--- config.mk ---
export PLATFORM = sky130hd
export DESIGN_NAME = pic_ram_writer_flat
export DESIGN_NICKNAME = d
export VERILOG_FILES = /design/src/rtl/pic_ram_writer_if.sv /design/src/rtl/pic_ram_writer.sv /design/src/flat_wrapper.sv
export SDC_FILE = /design/constraint.sdc
export NUM_CORES = 1
export LEC_CHECK = 0
export CORE_ASPECT_RATIO = 1.25
export CORE_MARGIN = 1
export CORE_UTILIZATION = 53
export CTS_BUF_LIST = sky130_fd_sc_hd__clkbuf_2 sky130_fd_sc_hd__clkbuf_4 sky130_fd_sc_hd__clkbuf_8
export CTS_CLUSTER_SIZE = 24
export DETAILED_ROUTE_END_ITERATION = 10
export PLACE_DENSITY = 0.82
export SLEW_MARGIN = 20
export SYNTH_ARGS = -nofsm -noshare
export SYNTH_HDL_FRONTEND = slang
export SYNTH_SLANG_ARGS = --single-unit
--- constraint.sdc ---
create_clock -name i_clk -period 3.3 [get_ports i_clk]
set_input_delay 0.33 -clock i_clk [delete_from_list [all_inputs] [get_ports i_clk]]
set_output_delay 0.33 -clock i_clk [all_outputs]
set_load 0.05 [all_outputs]
--- src/rtl/pic_ram_writer_if.sv ---
// Pixel stream (s_*) and display-RAM write port (wr_*) for pic_ram_writer.
// The slave modport is the writer's view; master is the source/RAM side.
interface pic_ram_writer_if #(
  parameter int unsigned ADDR_W = 17,
  parameter int unsigned DATA_W = 24
);
  logic [DATA_W-1:0] s_data;
  logic              s_valid;
  logic              s_sof;
  logic              s_eol;
  logic              s_ready;
  logic              wr_en;
  logic [ADDR_W-1:0] wr_addr;
  logic [DATA_W-1:0] wr_data;

  modport master (
    output s_data, s_valid, s_sof, s_eol,
    input  s_ready, wr_en, wr_addr, wr_data
  );

  modport slave (
    input  s_data, s_valid, s_sof, s_eol,
    output s_ready, wr_en, wr_addr, wr_data
  );
endinterface

--- src/rtl/pic_ram_writer.sv ---
// Captures one raster-order frame from the pixel stream into the display RAM.
// Optional macro PIC_TEST_PATTERN_EN adds i_tp_mode for an internal 8-bar colour pattern.
module pic_ram_writer #(
  parameter int unsigned IMG_W  = 480,
  parameter int unsigned IMG_H  = 270,
  parameter int unsigned ADDR_W = 17,
  parameter int unsigned DATA_W = 24
) (
  input  logic                  i_clk,
  input  logic                  i_rst,
  input  logic                  i_start,
  input  logic                  i_frame_sw_ram,
`ifdef PIC_TEST_PATTERN_EN
  input  logic                  i_tp_mode,
`endif
  pic_ram_writer_if.slave       bus,
  output logic                  o_pic_done,
  output logic                  o_busy,
  output logic                  o_err_sync
);
  localparam int unsigned XW = (IMG_W > 1) ? $clog2(IMG_W) : 1;
  localparam int unsigned YW = (IMG_H > 1) ? $clog2(IMG_H) : 1;
  localparam logic [XW-1:0]     XLast    = XW'(IMG_W - 1);
  localparam logic [YW-1:0]     YLast    = YW'(IMG_H - 1);
  localparam logic [ADDR_W-1:0] LineStep = ADDR_W'(IMG_W);

  typedef enum logic [1:0] {StIdle, StWaitSof, StWrite, StDone} state_e;

  state_e            r_state;
  logic              r_start_pend, r_fin, r_s_ready, r_wr_en;
  logic              r_pic_done, r_busy, r_err_sync;
  logic [ADDR_W-1:0] r_wr_addr, r_base;
  logic [DATA_W-1:0] r_wr_data;
  logic [XW-1:0]     r_x;
  logic [YW-1:0]     r_y;

  logic              w_beat, w_take, w_x_last, w_y_last, w_eol_bad, w_launch;
  logic              w_tp, w_tp_req;
  logic [DATA_W-1:0] w_px;

  assign w_beat    = bus.s_valid & r_s_ready;
  assign w_x_last  = (r_x == XLast);
  assign w_y_last  = (r_y == YLast);
  assign w_eol_bad = (bus.s_eol != w_x_last);
  assign w_launch  = ((r_state == StIdle) || (r_state == StDone)) && r_start_pend &&
                     !i_frame_sw_ram;

`ifdef PIC_TEST_PATTERN_EN
  localparam int unsigned BarW  = IMG_W / 8;
  localparam int unsigned CW    = (BarW > 1) ? $clog2(BarW) : 1;
  localparam logic [CW-1:0] ColLast = CW'(BarW - 1);

  logic          r_tp;
  logic [CW-1:0] r_col;
  logic [2:0]    r_bar;

  function automatic logic [23:0] bar_rgb(input logic [2:0] idx);
    case (idx)
      3'd0:    bar_rgb = 24'hFFFFFF;
      3'd1:    bar_rgb = 24'hFFFF00;
      3'd2:    bar_rgb = 24'h00FFFF;
      3'd3:    bar_rgb = 24'h00FF00;
      3'd4:    bar_rgb = 24'hFF00FF;
      3'd5:    bar_rgb = 24'hFF0000;
      3'd6:    bar_rgb = 24'h0000FF;
      default: bar_rgb = 24'h000000;
    endcase
  endfunction

  // Bar position tracks r_x without a divider: column within bar plus bar index.
  always_ff @(posedge i_clk) begin
    if (i_rst) begin
      r_tp  <= 1'b0;
      r_col <= '0;
      r_bar <= '0;
    end else if (w_launch) begin
      r_tp  <= i_tp_mode;
      r_col <= '0;
      r_bar <= '0;
    end else if (r_tp && (r_state == StWrite)) begin
      if (w_x_last) begin
        r_col <= '0;
        r_bar <= '0;
      end else if (r_col == ColLast) begin
        r_col <= '0;
        r_bar <= r_bar + 3'd1;
      end else begin
        r_col <= r_col + CW'(1);
      end
    end
  end

  assign w_tp     = r_tp;
  assign w_tp_req = i_tp_mode;
  assign w_px     = w_tp ? DATA_W'(bar_rgb(r_bar)) : bus.s_data;
`else
  assign w_tp     = 1'b0;
  assign w_tp_req = 1'b0;
  assign w_px     = bus.s_data;
`endif

  assign w_take = w_tp | w_beat;

  always_ff @(posedge i_clk) begin
    if (i_rst) begin
      r_state      <= StIdle;
      r_start_pend <= 1'b0;
      r_fin        <= 1'b0;
      r_s_ready    <= 1'b0;
      r_wr_en      <= 1'b0;
      r_pic_done   <= 1'b0;
      r_busy       <= 1'b0;
      r_err_sync   <= 1'b0;
      r_wr_addr    <= '0;
      r_wr_data    <= '0;
      r_base       <= '0;
      r_x          <= '0;
      r_y          <= '0;
    end else begin
      r_wr_en <= 1'b0;
      r_fin   <= 1'b0;
      // pic_done lags the final write strobe by one cycle
      if (r_fin) r_pic_done <= 1'b1;
      case (r_state)
        StIdle, StDone: begin
          if (w_launch) begin
            r_start_pend <= 1'b0;
            r_pic_done   <= 1'b0;
            r_err_sync   <= 1'b0;
            r_busy       <= 1'b1;
            r_x          <= '0;
            r_y          <= '0;
            r_base       <= '0;
            if (w_tp_req) begin
              r_state   <= StWrite;
              r_s_ready <= 1'b0;
            end else begin
              r_state   <= StWaitSof;
              r_s_ready <= 1'b1;
            end
          end else if (i_start) begin
            r_start_pend <= 1'b1;
          end
        end
        StWaitSof: begin
          if (w_beat && bus.s_sof) begin
            r_wr_en   <= 1'b1;
            r_wr_addr <= '0;
            r_wr_data <= bus.s_data;
            r_x       <= XW'(1);
            r_y       <= '0;
            r_base    <= '0;
            r_state   <= StWrite;
          end
        end
        StWrite: begin
          if (w_take) begin
            if (!w_tp && bus.s_sof) begin
              // Mid-frame SOF restarts the frame at pixel (0,0)
              r_err_sync <= 1'b1;
              r_wr_en    <= 1'b1;
              r_wr_addr  <= '0;
              r_wr_data  <= bus.s_data;
              r_x        <= XW'(1);
              r_y        <= '0;
              r_base     <= '0;
            end else if (!w_tp && w_eol_bad) begin
              r_err_sync <= 1'b1;
              r_x        <= '0;
              r_y        <= '0;
              r_base     <= '0;
              r_state    <= StWaitSof;
            end else begin
              r_wr_en   <= 1'b1;
              r_wr_addr <= r_base + ADDR_W'(r_x);
              r_wr_data <= w_px;
              if (w_x_last) begin
                r_x <= '0;
                if (w_y_last) begin
                  r_state   <= StDone;
                  r_s_ready <= 1'b0;
                  r_busy    <= 1'b0;
                  r_fin     <= 1'b1;
                end else begin
                  r_y    <= r_y + YW'(1);
                  r_base <= r_base + LineStep;
                end
              end else begin
                r_x <= r_x + XW'(1);
              end
            end
          end
        end
        default: r_state <= StIdle;
      endcase
    end
  end

  assign bus.s_ready = r_s_ready;
  assign bus.wr_en   = r_wr_en;
  assign bus.wr_addr = r_wr_addr;
  assign bus.wr_data = r_wr_data;
  assign o_pic_done  = r_pic_done;
  assign o_busy      = r_busy;
  assign o_err_sync  = r_err_sync;
endmodule

--- src/flat_wrapper.sv ---
// flat-port wrapper written by rule: the top's interface ports become plain ports
module pic_ram_writer_flat 
#(
  parameter int unsigned IMG_W  = 480,
  parameter int unsigned IMG_H  = 270,
  parameter int unsigned ADDR_W = 17,
  parameter int unsigned DATA_W = 24
)
  (i_clk, i_rst, i_start, i_frame_sw_ram, o_pic_done, o_busy, o_err_sync, bus_s_data, bus_s_valid, bus_s_sof, bus_s_eol, bus_s_ready, bus_wr_en, bus_wr_addr, bus_wr_data);
  pic_ram_writer_if #(.ADDR_W(ADDR_W), .DATA_W(DATA_W)) bus_i ();
  input  logic i_clk;
  input  logic i_rst;
  input  logic i_start;
  input  logic i_frame_sw_ram;
  output logic o_pic_done;
  output logic o_busy;
  output logic o_err_sync;
  input wire logic [$bits(bus_i.s_data)-1:0] bus_s_data;
  input wire logic [$bits(bus_i.s_valid)-1:0] bus_s_valid;
  input wire logic [$bits(bus_i.s_sof)-1:0] bus_s_sof;
  input wire logic [$bits(bus_i.s_eol)-1:0] bus_s_eol;
  output wire logic [$bits(bus_i.s_ready)-1:0] bus_s_ready;
  output wire logic [$bits(bus_i.wr_en)-1:0] bus_wr_en;
  output wire logic [$bits(bus_i.wr_addr)-1:0] bus_wr_addr;
  output wire logic [$bits(bus_i.wr_data)-1:0] bus_wr_data;
  assign bus_i.s_data = bus_s_data;
  assign bus_i.s_valid = bus_s_valid;
  assign bus_i.s_sof = bus_s_sof;
  assign bus_i.s_eol = bus_s_eol;
  assign bus_s_ready = bus_i.s_ready;
  assign bus_wr_en = bus_i.wr_en;
  assign bus_wr_addr = bus_i.wr_addr;
  assign bus_wr_data = bus_i.wr_data;
  pic_ram_writer #(.IMG_W(IMG_W), .IMG_H(IMG_H), .ADDR_W(ADDR_W), .DATA_W(DATA_W)) u_core (.i_clk(i_clk), .i_rst(i_rst), .i_start(i_start), .i_frame_sw_ram(i_frame_sw_ram), .bus(bus_i), .o_pic_done(o_pic_done), .o_busy(o_busy), .o_err_sync(o_err_sync));
endmodule
==> tab_implementation.tex <==
% Yosys + OpenROAD metrics
\begin{tabular}{lr}
\hline
Metric & Value \\
\hline
\multicolumn{2}{l}{\textbf{Synthesis}} \\
\quad Yosys simple share & 0.2274 \\
\quad Netlist Area Pre-Place & 3720 sq um \\
\quad Biggest area contributors in the synthesized netlist & dfxtp\_1 43\%, nand2\_1 7.3\%, a21oi\_1 7.1\% \\
\quad Mapped Cells & 443 \\
\quad Chip area in the Yosys report & 3720 sq um \\
\quad Dominant cell type by area after synthesis & dfxtp\_1 \\
\quad Number of flops mapped to enable cells by yosys & 0 \\
\quad Dominant combinational cell family by area after synthesis & simple AND/OR/NAND/NOR gates \\
\quad Post-synthesis sequential area ratio & 0.4252 \\
\quad Synth warn & 0 \\
\quad Post-synthesis sequential element count & 79 \\
\quad Number of different library cells in the post-synthesis netlist & 57 \\
\quad Area fraction in mux cells & 0.008073 \\
\quad Area share, top type & 0.4252 \\
\quad Mean instance size in the synthesized netlist & 8.397 sq um \\
\quad Area fraction in xor and xnor cells & 0.03767 \\
\quad Primary FF master, synth & dfxtp\_1 \\
\quad Area share of and-or/or-and cells after synthesis & 0.2085 \\
\multicolumn{2}{l}{\textbf{Min path}} \\
\quad Path category of the worst min-delay check & reg2reg \\
\quad WHS Endpoint & u\_core.bus.wr\_data[10]\$\_SDFFE\_PP0P\_ \\
\quad Worst Hold Launch & u\_core.bus.wr\_data[10]\$\_SDFFE\_PP0P\_ \\
\quad Hold path cells & 2 \\
\multicolumn{2}{l}{\textbf{Clock tree}} \\
\quad CTS hold repair buffers & 0 \\
\quad Clock latency on the worst-skew pair & 0.36 ns \\
\quad Buffer count from post-CTS setup fixing & 0 \\
\quad CTS sink cnt & 79 \\
\quad Clock-pin transition on the worst setup and hold timing paths & 0.09 ns \\
\quad TritonCTS clock tree & built \\
\quad Max Root-Sink Buffers & 2 \\
\quad Root buffer cell & clkbuf\_8 \\
\multicolumn{2}{l}{\textbf{Finish}} \\
\quad Number of antenna cells inserted & 0 \\
\quad Area grow syn2layout & 26.17\% \\
\quad Count of non-filler cells in the finished layout & 602 \\
\quad Commonest non-fill, non-tap cells in the layout & 79 x dfxtp\_1, 75 x clkdlybuf4s50\_1, 72 x nand2\_1, 53 x a21oi\_1, 30 x nor2\_1 \\
\quad Fin nets & 553 \\
\quad Fraction of final layout cells sized beyond drive strength 1 & 0.07767 \\
\multicolumn{2}{l}{\textbf{Route}} \\
\quad Total detailed-routing wirelength & 8.805 mm \\
\quad Average wire length per cell after detail routing & 14.63 um \\
\quad Via count & 3,434 \\
\quad First-pass iteration count of the detailed router & 4 \\
\quad Routed via count divided by cell count & 5.704 \\
\quad Number of DRC violations after detailed routing & 0 \\
\quad Number of nets with antenna violations after routing & 0 \\
\multicolumn{2}{l}{\textbf{Critical path}} \\
\quad Number of cells on the worst reg-to-reg path & 8 \\
\quad R2R Path Start & u\_core.r\_x[0]\$\_SDFFE\_PP0P\_ \\
\quad Cell repeated most along the worst path & ha\_1 \\
\quad Worst EP required & 3.56 ns \\
\quad Reg2Reg Setup Slack & 0.35 ns \\
\quad Endpoint kind of the worst setup timing path & flip-flop \\
\quad Cell breakdown of the critical path & ha\_1, and4b\_1, and2\_1, inv\_1, ha\_1, or3b\_1, o211a\_1, a311oi\_1 \\
\quad Reg2reg end & u\_core.r\_base[13]\$\_SDFFE\_PP0P\_ \\
\multicolumn{2}{l}{\textbf{Final timing}} \\
\quad Final tally of max-slew violations & 0 \\
\quad Number of hold-slack violations in the final timing report & 0 \\
\quad Maximum frequency from static timing analysis & 0.3389 GHz \\
\quad Tightest Pin Transition & 0.7827 ns \\
\quad Setup-failing EPs final & 0 \\
\quad Final setup skew & 0.01064 ns \\
\quad Unrepaired setup endpoints after global routing & no \\
\multicolumn{2}{l}{\textbf{Power}} \\
\quad Power density over the cells & 600.6 nW/um\^{}2 \\
\quad Leakage dissipation & 1.650 nW \\
\multicolumn{2}{l}{\textbf{Placed design}} \\
\quad Tally of buffers added on design ports & 76 \\
\quad Setup WS pre-CTS & 0.3420 ns \\
\quad Half-perimeter wire length of the detailed placement result & 6.282 mm \\
\multicolumn{2}{l}{\textbf{Global routing}} \\
\quad Wire length of the first global-routing pass & 13.83 mm \\
\quad Number of global-route vias before repair & 3,009 \\
\quad Total congestion overflow after global routing & 0 \\
\quad GRT Util Overall & 0.2381 \\
\multicolumn{2}{l}{\textbf{Run}} \\
\quad Tool warning count & 29 \\
\multicolumn{2}{l}{\textbf{Outcome}} \\
\quad Status & finished, final reports clean \\
\multicolumn{2}{l}{\textbf{Die}} \\
\quad Fp util & 0.5561 \\
\quad Rows & 33 \\
\hline
\end{tabular}
[cell type report]
class / instances / area (sq um)
fillers: 573 / 1996
multi-input cells: 322 / 1946
flip-flops and latches: 79 / 1582
repair buffers: 86 / 830.8
clock buffers: 9 / 123.9
well taps: 87 / 108.9
clock inverters: 7 / 57.56
inverters: 12 / 45.04
[critical path, delay by kind of cell, from the launching register on]
kind            cells  cell delay (ns)
simple gates        3             1.06
flops               1             0.43
fa+ha+maj           2             0.54
compound gates      2             0.77
buf+inv             1             0.05
[routing by layer]
| metal | track usage | vias up | wire [um] |
|---|---|---|---|
| met2 | 0.4040 | 84 | 4287 |
| met1 | 0.2910 | 1614 | 3945 |
| li1 | - | 1717 | - |
| met5 | 0 | - | 0 |
| met4 | 0.1314 | 0 | 235 |
| met3 | 0.03445 | 19 | 336 |
[where the power goes]
part	internal [mW]	total (mW)	switching [mW]	leakage, nW
Clock	0.280	0.660	0.379	0.0824
Sequential	1.04	1.09	0.0519	0.638
Combinational	0.346	1.07	0.720	0.929
Total	1.67	2.82	1.15	1.65
[worst max-delay path by stage]
stage / from / end / slack, ns / cells after the start
finish: u_core.r_x[0]$_SDFFE_PP0P_ / u_core.r_base[13]$_SDFFE_PP0P_ / 0.35 / 8
global placement: u_core.r_x[0]$_SDFFE_PP0P_ / u_core.r_y[7]$_SDFFE_PP0P_ / 0.49 / 8
CTS: u_core.r_x[0]$_SDFFE_PP0P_ / u_core.r_base[13]$_SDFFE_PP0P_ / 0.34 / 8
floorplan: u_core.r_x[0]$_SDFFE_PP0P_ / u_core.bus.wr_addr[9]$_SDFFE_PP0P_ / 0.75 / 12
detailed placement: u_core.r_x[0]$_SDFFE_PP0P_ / u_core.r_base[13]$_SDFFE_PP0P_ / 0.34 / 8
global route: u_core.r_x[0]$_SDFFE_PP0P_ / u_core.bus.wr_data[14]$_SDFFE_PP0P_ / 0.15 / 11
[cell usage after synthesis, drive strengths merged, types with 3 or more instances]
library cell,number
a22oi,8
nand3,13
inv,12
nand2,72
o2bb2ai,7
xor2,13
and3,7
dfxtp,79
nand4,11
nor3,10
buf,13
o21a,4
a41oi,4
a211oi,4
o21ai,17
ha,12
xnor2,3
clkbuf,17
nor4,3
nand2b,3
nor2,31
a21oi,53
and4,3
a21o,3
mux2i,3
a311oi,8
[state kept, by name, summed over array words and instances (netlist names), 2 cells and up]
name / cells
u_core.bus.wr_addr: 17
u_core.bus.wr_data: 24
u_core.r_base: 12
u_core.r_state: 2
u_core.r_x: 9
u_core.r_y: 9
[cells by family after synthesis]
group | Yosys count
AND/OR/NAND/NOR | 171
AND-OR/OR-AND | 120
flip-flops | 79
buffers and inverters | 42
XOR/XNOR | 16
adder cells (fa/ha/maj) | 12
multiplexers | 3
[per-stage QoR]
step / cell area [sq um] / utilization / hold WS, ns
final: 4693 / 0.7016 / 0.4575
after global placement: 4512 / 0.6745 / 0.4398
after global routing: 4693 / 0.7016 / 0.4804
after detailed placement: 4512 / 0.6745 / 0.4459
after floorplan: 3720 / - / 0.4423
after CTS: 4693 / 0.7016 / 0.4586
Fig. 1: PDN straps and rails
(4 px per um) Pins as bars on the die edge.
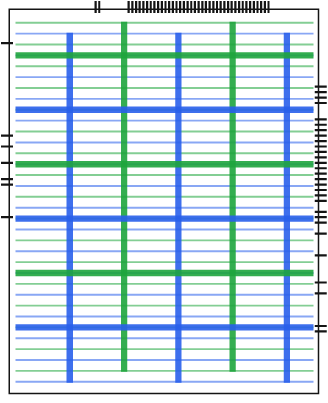
Key: VSS = blue; VDD = green
5 straps on met4. 6 straps on met5. The core has 33 rows. 77 signal pins sit on the boundary. 34 met1 rails follow the rows.
chip width: 76.93 um
IR Drop Worst-Case VDD: 0.3913 mV
placeable core area: 6689 sq um
overall die height: 95.67 um

Fig. 2: cells by drive strength
(3 px per um)
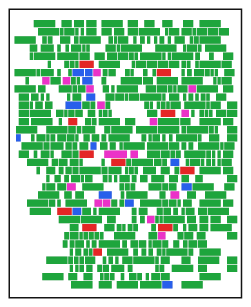
Key: x6 and larger = red [cells 11, share 2.1%, most used clkbuf_8]; x2 = blue [cells 13, share 2.5%]; x3 and x4 = magenta [cells 16, share 3.1%, most used buf_4]; x1 and smaller = green [cells 475, share 92%, most used dfxtp_1]

Power is estimated from default activity; no workload was simulated.
